Figure 1. Cells by drive strength.
The bar under the picture is 20 um long.
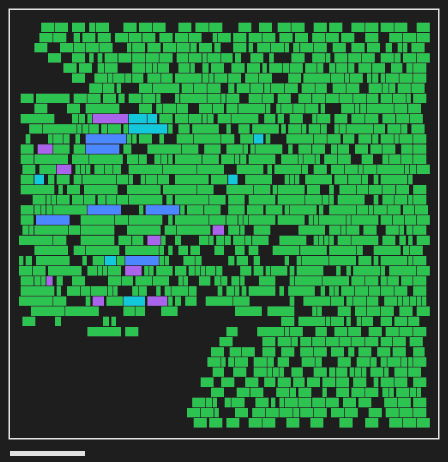
Figure 2. Routed clock nets over the placement.
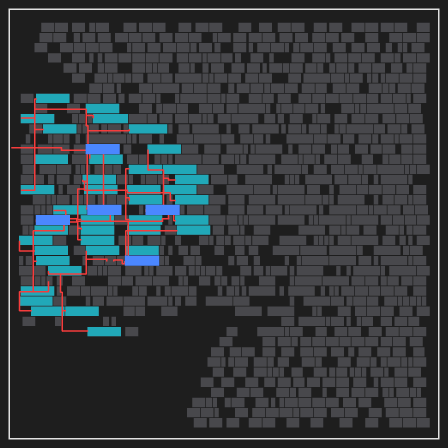
### src/rtl/class_vec_search.sv
// Associative search over the class hypervector store.
// Scans every class frame, accumulates Hamming distance, reports the nearest class.
module class_vec_search #(
  parameter int FRAME_W     = 64,
  parameter int NUM_FRAMES  = 3,
  parameter int NUM_CLASSES = 8
) (
  input  logic                          clk,
  input  logic                          rst_n,
  input  logic                          start,
  input  logic [FRAME_W*NUM_FRAMES-1:0] query_hv,
  output logic [2:0]                    frame_id,
  output logic [1:0]                    frame_index,
  input  logic [FRAME_W-1:0]            class_vec_in,
  output logic                          busy,
  output logic                          done,
  output logic [2:0]                    pred_class,
  output logic [7:0]                    pred_dist
);

  typedef enum logic [1:0] {
    IDLE,
    SCAN,
    DONE
  } state_t;

  state_t state;

  logic [7:0]         acc;
  logic [7:0]         best_dist;
  logic [2:0]         best_class;
  logic [FRAME_W-1:0] diff;
  logic [6:0]         pc;
  logic [7:0]         total;
  logic               last_frame;
  logic               last_class;
  logic               take;
  logic [7:0]         nxt_dist;
  logic [2:0]         nxt_class;

  always_comb begin
    diff = class_vec_in
         ^ query_hv[int'(frame_index)*FRAME_W +: FRAME_W];
    pc = '0;
    for (int i = 0; i < FRAME_W; i++) begin
      pc = pc + 7'(diff[i]);
    end
    total      = acc + 8'(pc);
    last_frame = frame_index == 2'(NUM_FRAMES - 1);
    last_class = frame_id == 3'(NUM_CLASSES - 1);
    // strict less-than keeps the lowest class index on ties
    take       = last_frame
               && (frame_id == 3'd0 || total < best_dist);
    nxt_dist   = take ? total : best_dist;
    nxt_class  = take ? frame_id : best_class;
  end

  always_ff @(posedge clk or negedge rst_n) begin
    if (!rst_n) begin
      state       <= IDLE;
      frame_id    <= '0;
      frame_index <= '0;
      busy        <= 1'b0;
      done        <= 1'b0;
      pred_class  <= '0;
      pred_dist   <= '0;
      acc         <= '0;
      best_dist   <= '0;
      best_class  <= '0;
    end else begin
      unique case (state)
        IDLE: begin
          done <= 1'b0;
          if (start) begin
            state      <= SCAN;
            busy       <= 1'b1;
            acc        <= '0;
            best_dist  <= '0;
            best_class <= '0;
          end
        end
        SCAN: begin
          acc        <= last_frame ? 8'd0 : total;
          best_dist  <= nxt_dist;
          best_class <= nxt_class;
          if (last_frame) begin
            frame_index <= '0;
            if (last_class) begin
              frame_id   <= '0;
              state      <= DONE;
              done       <= 1'b1;
              pred_class <= nxt_class;
              pred_dist  <= nxt_dist;
            end else begin
              frame_id <= frame_id + 3'd1;
            end
          end else begin
            frame_index <= frame_index + 2'd1;
          end
        end
        DONE: begin
          state <= IDLE;
          done  <= 1'b0;
          busy  <= 1'b0;
        end
        default: state <= IDLE;
      endcase
    end
  end

endmodule

### config.mk
export PLATFORM = sky130hd
export DESIGN_NAME = class_vec_search
export DESIGN_NICKNAME = d
export VERILOG_FILES = /design/src/rtl/class_vec_search.sv
export SDC_FILE = /design/constraint.sdc
export NUM_CORES = 1
export LEC_CHECK = 0
export CAP_MARGIN = 0
export CORE_MARGIN = 2
export CORE_UTILIZATION = 45
export CTS_CLUSTER_DIAMETER = 80
export DETAILED_ROUTE_END_ITERATION = 6
export PLACE_DENSITY = 0.92
export SLEW_MARGIN = 20
export SYNTH_ARGS = -nofsm -noshare
export SYNTH_HDL_FRONTEND = slang
export SYNTH_SLANG_ARGS = --single-unit
### constraint.sdc
create_clock -name clk -period 26.3 [get_ports clk]
set_input_delay 7.89 -clock clk [delete_from_list [all_inputs] [get_ports clk]]
set_output_delay 7.89 -clock clk [all_outputs]
set_load 0.02 [all_outputs]
==> commit_impl_results.txt <==
Update PnR metrics after Yosys + OpenROAD run

* Mux share of post-synthesis cell area: 0.136
* Post-synth top area cell: sky130_fd_sc_hd__fa_1
* Clock sinks: 39
- Hold analysis lists the worst path endpoint as pred_dist[0].
- The fraction of cell area in multi-input combinational cells is reported as 0.489.
- Endpoints failing setup: 0
- Critical path arrival: 16.73 ns
- R2R Setup Slk: 16.19 ns
- The area taken by sequential standard cells is reported as 981 um^2.
- The flow ran to the end, and the final reports show no timing, DRC or antenna violations.
- By area, the combinational part of the netlist is dominated by adder cells.
- The fraction of cell area in sequential cells is reported as 0.115.
- Vias in the first global route: 5,489
* Met3 GRT Util: 0.0464
- The routed layout reports a DRC error count of 0.
- H-tree depth: 2
- The synthesis run shows the most used standard cells to be sky130_fd_sc_hd__mux2i_1 (73), sky130_fd_sc_hd__xnor2_1 (67), sky130_fd_sc_hd__inv_1 (65).
- Stages on worst setup path: 28
- The report lists the number of standard-cell rows as 40.
- Detailed Route Iter0 Violations: 262
- Looking at the critical path, the single cell with the biggest stage delay is sky130_fd_sc_hd__fa_1.
* Mean cell area of the mapped netlist: 9.06 um^2
- Top-area cell type share of the netlist area: 0.203
- The synthesized netlist occupies a cell area of 5530 um^2.
- After floorplanning, the core was sized to cover 12,000 um^2.
- Non-Clock Inverter Count: 65
* Number of enable-type register cells in the synthesized netlist: 0
- Synthesis area per yosys: 5530 um^2
- Total cells reported by yosys after synthesis: 610
- Final estimated routing congestion in global placement: 0.875
- Final ANT Viol Nets: 0
- R2R Path End: best_dist[6]
- Layout filler cell count: 861
- For reference, the final report shows the hold violation count at 0.
- Total global-route track usage over all layers is 0.271.
- In the final timing run, aggregate negative setup slack is 0 ns.
- Measured on the final layout, the clock distribution area share stands at 0.0198.
- Complex-gate fraction of the synthesized area: 0.140
* Post-CTS Resized: 0
* Met2 Wirelength: 9370 um
- Looking at the reg2reg group, the worst path starts from frame_index[0].
- Capturing element type of the critical path: register
- Antenna cell count: 1
- Vias per std cell: 5.22
* Type of element launching the critical path: primary input
- Area added between synthesis and finish: 54.7%
* Number of cells traversed by the worst hold path: 2
* CTS tree: built
* Instance area at placement: 8380 um^2
- On the critical path the largest part of the delay comes from adder cells.
- In the per-layer breakdown of the detailed-route log, met1 shows 7240 um.
- During synthesis, Yosys emitted a total of 0 warnings.
- Detailed-route via count: 5,312
- Most common cell type on the critical path: sky130_fd_sc_hd__fa_1
- The number of clock buffers added by TritonCTS is 5.
- Post-CTS Repair Setup Buffers: 0
- Adder-cell share of the synthesized area: 0.280
* Total of flip-flops plus latches after synthesis: 39
- Per the layout area report, the combinational gate area comes to 4180 um^2.
- The layout stage reports a final design area of 8550 um^2.
Notes on Figure 1 above:
- cyan: drive 3 to 4 (cells 8; most used buf_4)
- purple: drive 2 (cells 9; most used mux2_2)
- blue: drive 6 and up (cells 6; most used clkbuf_16)
- green: drive 1 or less (cells 847; most used clkdlybuf4s50_1)

Notes on Figure 2 above:
- blue: cells driving clock nets (count 5)
- red: clock wires (length 443 um)
- cyan: flip-flops (count 39)
- routed clock nets: 6
- flops lie: middle left

layout by cell type (no fill, tap or decap), drive strengths merged, types with 14 or more instances in the layout:
master / Yosys / layout
nand2: 48 / 48
nor2: 49 / 49
fa: 56 / 56
a21oi: 48 / 48
ha: 34 / 34
clkdlybuf4s50: 0 / 276
dfrtp: 39 / 39
xnor2: 67 / 67
o21ai: 41 / 41
mux2i: 73 / 73
inv: 65 / 65
a22o: 14 / 14
cells by family (layout without fill, tap and decap cells):
logic type	after synthesis	in the layout
buffers and inverters	93	353
muxes	75	75
DFF	39	39
AOI/OAI and AO/OA	126	126
adders and majority gates	90	90
other	0	1
and+or+nand+nor	118	118
xor gates and xnor gates	69	69
